===== config.mk =====
export PLATFORM = sky130hd
export DESIGN_NAME = serdes_lane_bringup_ctrl
export DESIGN_NICKNAME = d
export VERILOG_FILES = /design/src/rtl/serdes_lane_bringup_ctrl.sv
export SDC_FILE = /design/constraint.sdc
export NUM_CORES = 1
export LEC_CHECK = 0
export CORE_UTILIZATION = 40
export DETAILED_ROUTE_END_ITERATION = 16
export SLEW_MARGIN = 40
export SYNTH_ARGS = -nofsm -noshare
export SYNTH_HDL_FRONTEND = slang
export SYNTH_SLANG_ARGS = --single-unit

===== constraint.sdc =====
create_clock -name clk_i -period 2.2 [get_ports clk_i]
set_input_delay 0.44 -clock clk_i [delete_from_list [all_inputs] [get_ports clk_i]]
set_output_delay 0.44 -clock clk_i [all_outputs]
set_load 0.05 [all_outputs]

===== src/rtl/serdes_lane_bringup_ctrl.sv =====
// Reset/bring-up sequencer for one SerDes lane: sequences PMA and PCS resets
// from synchronized lock/detect status and retries on timeout or lost lock.
module serdes_lane_bringup_ctrl #(
    parameter int unsigned PMA_RST_CYCLES = 32,
    parameter int unsigned PCS_RST_CYCLES = 16,
    parameter int unsigned LOCK_FILTER    = 8,
    parameter int unsigned PLL_TIMEOUT    = 1048575,
    parameter int unsigned CDR_TIMEOUT    = 1048575,
    parameter int unsigned TMR_W          = 20
) (
    input  logic       clk_i,
    input  logic       rstn_i,
    input  logic       restart_i,
    input  logic       pll_lock_i,
    input  logic       signal_detect_i,
    input  logic       cdr_lock_i,
    output logic       pma_rstn_o,
    output logic       pcs_tx_rst_o,
    output logic       pcs_rx_rst_o,
    output logic       tx_ready_o,
    output logic       rx_ready_o,
    output logic [2:0] state_o,
    output logic [7:0] retry_cnt_o,
    output logic       timeout_o
);

    localparam int unsigned FLT_W = (LOCK_FILTER > 1) ? $clog2(LOCK_FILTER + 1) : 1;

    localparam logic [2:0] PMA_RST  = 3'd0;
    localparam logic [2:0] WAIT_PLL = 3'd1;
    localparam logic [2:0] TX_RST   = 3'd2;
    localparam logic [2:0] WAIT_SIG = 3'd3;
    localparam logic [2:0] RX_RST   = 3'd4;
    localparam logic [2:0] WAIT_CDR = 3'd5;
    localparam logic [2:0] LINK_UP  = 3'd6;

    localparam logic [TMR_W-1:0] PMA_LAST = TMR_W'(PMA_RST_CYCLES - 1);
    localparam logic [TMR_W-1:0] PCS_LAST = TMR_W'(PCS_RST_CYCLES - 1);
    localparam logic [TMR_W-1:0] PLL_LAST = TMR_W'(PLL_TIMEOUT - 1);
    localparam logic [TMR_W-1:0] CDR_LAST = TMR_W'(CDR_TIMEOUT - 1);
    localparam logic [TMR_W-1:0] TMR_MAX  = {TMR_W{1'b1}};
    localparam logic [FLT_W-1:0] FLT_LAST = FLT_W'(LOCK_FILTER - 1);

    logic [2:0]       sync_q1;
    logic [2:0]       sync_q2;
    logic             pll;
    logic             sig;
    logic             cdr;
    logic [2:0]       state_q;
    logic [2:0]       next_state;
    logic [TMR_W-1:0] timer_q;
    logic [FLT_W-1:0] filt_q;
    logic             watched;
    logic             accepted;
    logic             take;
    logic             tmo;

    // Two-flop synchronizers for the asynchronous lane status inputs
    always_ff @(posedge clk_i or negedge rstn_i) begin
        if (!rstn_i) begin
            sync_q1 <= 3'b000;
            sync_q2 <= 3'b000;
        end else begin
            sync_q1 <= {pll_lock_i, signal_detect_i, cdr_lock_i};
            sync_q2 <= sync_q1;
        end
    end

    assign pll = sync_q2[2];
    assign sig = sync_q2[1];
    assign cdr = sync_q2[0];

    // Next-state logic; take marks any state entry, including restart re-entry
    always_comb begin
        next_state = state_q;
        take       = 1'b0;
        tmo        = 1'b0;
        watched    = 1'b0;
        case (state_q)
            WAIT_PLL: watched = pll;
            WAIT_SIG: watched = sig;
            WAIT_CDR: watched = cdr;
            default:  watched = 1'b0;
        endcase
        accepted = watched && (filt_q == FLT_LAST);

        if (restart_i) begin
            next_state = PMA_RST;
            take       = 1'b1;
        end else if (!pll && (state_q inside {TX_RST, WAIT_SIG, RX_RST, WAIT_CDR, LINK_UP})) begin
            next_state = PMA_RST;
            take       = 1'b1;
        end else begin
            case (state_q)
                PMA_RST: begin
                    if (timer_q == PMA_LAST) begin
                        next_state = WAIT_PLL;
                        take       = 1'b1;
                    end
                end
                WAIT_PLL: begin
                    if (accepted) begin
                        next_state = TX_RST;
                        take       = 1'b1;
                    end else if (timer_q == PLL_LAST) begin
                        next_state = PMA_RST;
                        take       = 1'b1;
                        tmo        = 1'b1;
                    end
                end
                TX_RST: begin
                    if (timer_q == PCS_LAST) begin
                        next_state = WAIT_SIG;
                        take       = 1'b1;
                    end
                end
                WAIT_SIG: begin
                    if (accepted) begin
                        next_state = RX_RST;
                        take       = 1'b1;
                    end
                end
                RX_RST: begin
                    if (timer_q == PCS_LAST) begin
                        next_state = WAIT_CDR;
                        take       = 1'b1;
                    end
                end
                WAIT_CDR: begin
                    if (accepted) begin
                        next_state = LINK_UP;
                        take       = 1'b1;
                    end else if (!sig) begin
                        next_state = WAIT_SIG;
                        take       = 1'b1;
                    end else if (timer_q == CDR_LAST) begin
                        next_state = RX_RST;
                        take       = 1'b1;
                        tmo        = 1'b1;
                    end
                end
                LINK_UP: begin
                    if (!sig) begin
                        next_state = WAIT_SIG;
                        take       = 1'b1;
                    end else if (!cdr) begin
                        next_state = RX_RST;
                        take       = 1'b1;
                    end
                end
                default: begin
                    next_state = PMA_RST;
                    take       = 1'b1;
                end
            endcase
        end
    end

    // State, timer, filter and retry registers; outputs decoded from next_state
    always_ff @(posedge clk_i or negedge rstn_i) begin
        if (!rstn_i) begin
            state_q      <= PMA_RST;
            timer_q      <= '0;
            filt_q       <= '0;
            retry_cnt_o  <= 8'd0;
            timeout_o    <= 1'b0;
            pma_rstn_o   <= 1'b0;
            pcs_tx_rst_o <= 1'b1;
            pcs_rx_rst_o <= 1'b1;
            tx_ready_o   <= 1'b0;
            rx_ready_o   <= 1'b0;
        end else begin
            state_q <= next_state;

            if (take) begin
                timer_q <= '0;
            end else if (timer_q != TMR_MAX) begin
                timer_q <= timer_q + TMR_W'(1);
            end

            if (take || !watched) begin
                filt_q <= '0;
            end else if (filt_q != FLT_LAST) begin
                filt_q <= filt_q + FLT_W'(1);
            end

            if (tmo && (retry_cnt_o != 8'hFF)) begin
                retry_cnt_o <= retry_cnt_o + 8'd1;
            end
            timeout_o <= tmo;

            pma_rstn_o   <= (next_state != PMA_RST);
            pcs_tx_rst_o <= (next_state inside {PMA_RST, WAIT_PLL, TX_RST});
            pcs_rx_rst_o <= (next_state inside {PMA_RST, WAIT_PLL, TX_RST, WAIT_SIG, RX_RST});
            tx_ready_o   <= (next_state inside {WAIT_SIG, RX_RST, WAIT_CDR, LINK_UP});
            rx_ready_o   <= (next_state == LINK_UP);
        end
    end

    assign state_o = state_q;

endmodule

Figure 1. Logic cells by family (run 1).
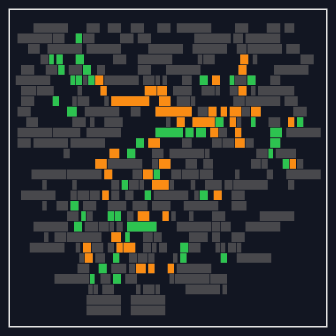
legend:
  orange:
    family: inverting AOI/OAI gates
    cells: 42
    most_used: a31oi_1
  green:
    family: NAND gates
    cells: 44
    most_used: nand3_1

Figure 2. Clock network drawn from the DEF (run 1).
Bar = 20 µm.
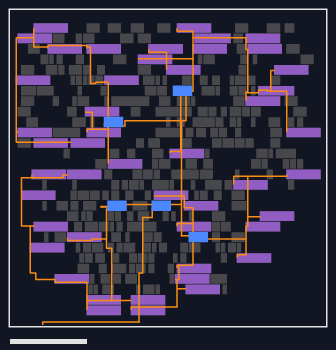
legend:
  blue:
    item: cells driving clock nets
    count: 5
  orange:
    item: clock wires
    length: 634 µm
  purple:
    item: flip-flops
    count: 47
flops lie: all over the die

Figure 3. Cells colored by class (run 1).
Bar = 20 µm.
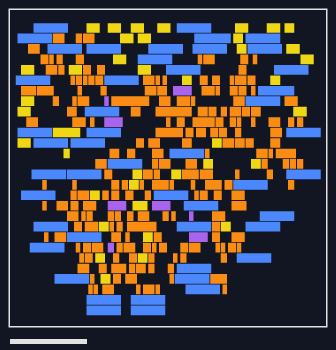
legend:
  purple:
    class: clock drivers and dummy loads
    cells: 8
  blue:
    class: flops
    cells: 47
  yellow:
    class: other buffers and delay cells
    cells: 39
  orange:
    class: all other logic
    cells: 198

==> results.yml, run 1 <==
# synthesis and place-and-route metrics
critical_path:
  timing.reg2reg.worst_path_depth: 7
  worst-path-buf-inv: 1
  crit_slowest_cell: "sky130_fd_sc_hd__dfrtp_1"
  critPathCaptureType: "flip-flop"
  crit_path_end: "filt_q[1]"
  reg2reg_setup_slack_ns: 0.12
layout:
  reg_area_um2: 1179
  max_flop_register: "timer_q"
  sh_seq_area: 0.3857
  area.share.combinational: 0.4320
timing:
  setup_viol_count_final: 0
  rsz0062_at_grt: "no"
  fin_worst_skew_ns: 0.003055
  pins_over_slew_limit: 0
  final_period_util: 0.9437
  tns_ns: 0
global_route:
  grt_start_max_net_pins: 31
  grt_first_pass_wirelength_um: 9763
run_status:
  status: "complete, no violations"
synth:
  synthFlopType: "sky130_fd_sc_hd__dfrtp_1"
  synthDominantAreaCellType: "sky130_fd_sc_hd__dfrtp_1"
  post_synth_most_frequent_cells: "45 x sky130_fd_sc_hd__dfrtp_1, 30 x sky130_fd_sc_hd__nor2_1, 16 x sky130_fd_sc_hd__nand3_1"
  post_synth_inst_count: 255
  fp_nets: 265
  post_synth.cell_area_avg_um2: 10.09
clock_network:
  cts_resized: 0
  cts_hold_buffers: 0
drt:
  post_drt_via_cell_ratio: 5.605
  detail_route.iter0.violations: 103
die:
  dieWidth_um: 82.20
pwr:
  leakage_uw: 0.001270
  power_dens_cells_nw_per_um2: 480.9
placed_design:
  post-dp-hpwl_um: 4110
  buffers_on_ports: 22
-- run 1: power by group through the flow --
stage / logic (µW) / registers, µW / clock network (µW)
5_1_grt: 83.5 / 886 / 562
4_1_cts: 72.9 / 884 / 537
6_report: 73.4 / 885 / 511
3_3_place_gp: 71.8 / 901 / 0
2_1_floorplan: 34.7 / 897 / 0
3_5_place_dp: 72.8 / 901 / 0
-- run 1: metal layers --
layer / vias up / routed length (µm) / track usage
li1: 1010 / - / -
met1: 1008 / 2693 / 0.2503
met2: 32 / 2776 / 0.3116
met4: 0 / 65 / 0.05439
met5: - / 0 / 0
met3: 7 / 153 / 0.03626
Figure 4. M2 wires (run 1).
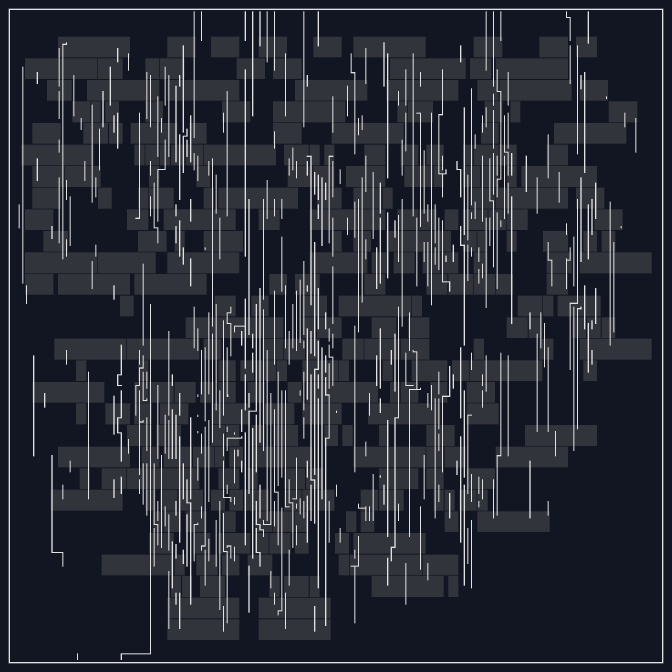

==> run 1 -> run 2 <==
Settings changed: CELL_PAD_IN_SITES_DETAIL_PLACEMENT from default to 1, CELL_PAD_IN_SITES_GLOBAL_PLACEMENT from default to 1, PLACE_DENSITY_LB_ADDON from default to 0.1.
Figure 5. M2 wires (run 2).
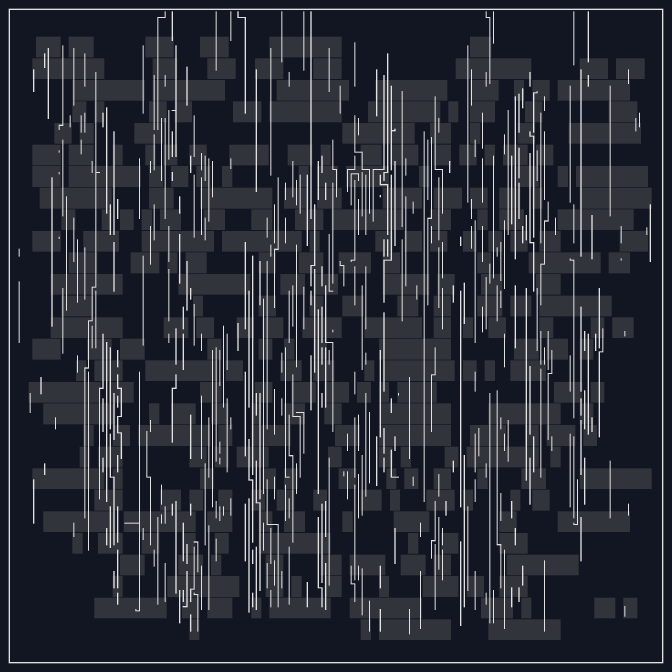
share of all routed wire: 46%
nets with wire on the layer: 263
main direction: vertical
longest straight run: 46.6 µm
wire length on this layer: 2,890 µm

Figure 6. Cells colored by class (run 2).
Bar = 20 µm.
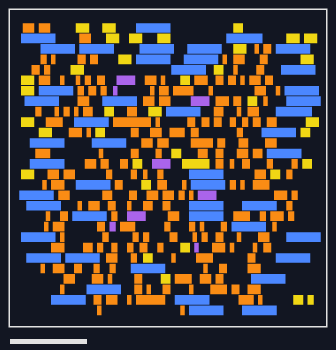
legend:
  yellow:
    class: other buffers and delay cells
    cells: 36
  orange:
    class: all other logic
    cells: 198
  purple:
    class: clock drivers and dummy loads
    cells: 8
  blue:
    class: flops
    cells: 47

==> results.yml, run 2 <==
# synthesis and place-and-route metrics
run_status:
  status: "complete, no violations"
timing:
  setup_viol_count_final: 0
  fin_worst_skew_ns: 0.004478
  final_period_util: 0.9347
critical_path:
  crit_slowest_cell: "sky130_fd_sc_hd__clkdlybuf4s50_1"
  timing.reg2reg.worst_path_depth: 5
  reg2reg_setup_slack_ns: 0.18
pwr:
  comb-power_uw: 68.6
  power_leader: "sequential cells"
synth:
  fp_nets: 265
  post_synth_most_frequent_cells: "45 x sky130_fd_sc_hd__dfrtp_1, 30 x sky130_fd_sc_hd__nor2_1, 16 x sky130_fd_sc_hd__nand3_1"
  synthFlopType: "sky130_fd_sc_hd__dfrtp_1"
  post_synth.cell_area_avg_um2: 10.09
layout:
  area.share.combinational: 0.4313
global_route:
  top_usage_layer: "met2"
  grt_first_pass_wirelength_um: 10410
  gr-usage-met3: 0.03297
die:
  dieWidth_um: 82.20
drt:
  detail_route.iter0.violations: 123
  route.met3.wl_um: 115
  post_drt_via_cell_ratio: 5.662
run 2: netlist changes by cell type in the layout (fill, tap and decap cells not counted), sizes merged:
cell and change:
buf -3
run 2: how the worst max path moves through the flow:
stage | start | to | slack (ns) | depth (start not counted)
5_1_grt | timer_q[16] | tx_ready_o | 0.009 | 6
3_5_place_dp | timer_q[0] | retry_cnt_o[5] | 0.12 | 7
4_1_cts | timer_q[0] | retry_cnt_o[5] | 0.1 | 7
2_1_floorplan | state_o[2] | retry_cnt_o[5] | 0.09 | 5
6_report | pcs_tx_rst_o | pcs_tx_rst_o | 0.14 | 1
3_3_place_gp | timer_q[0] | retry_cnt_o[5] | 0.12 | 7
No activity file was given, so power comes from the tool's default toggle rates.
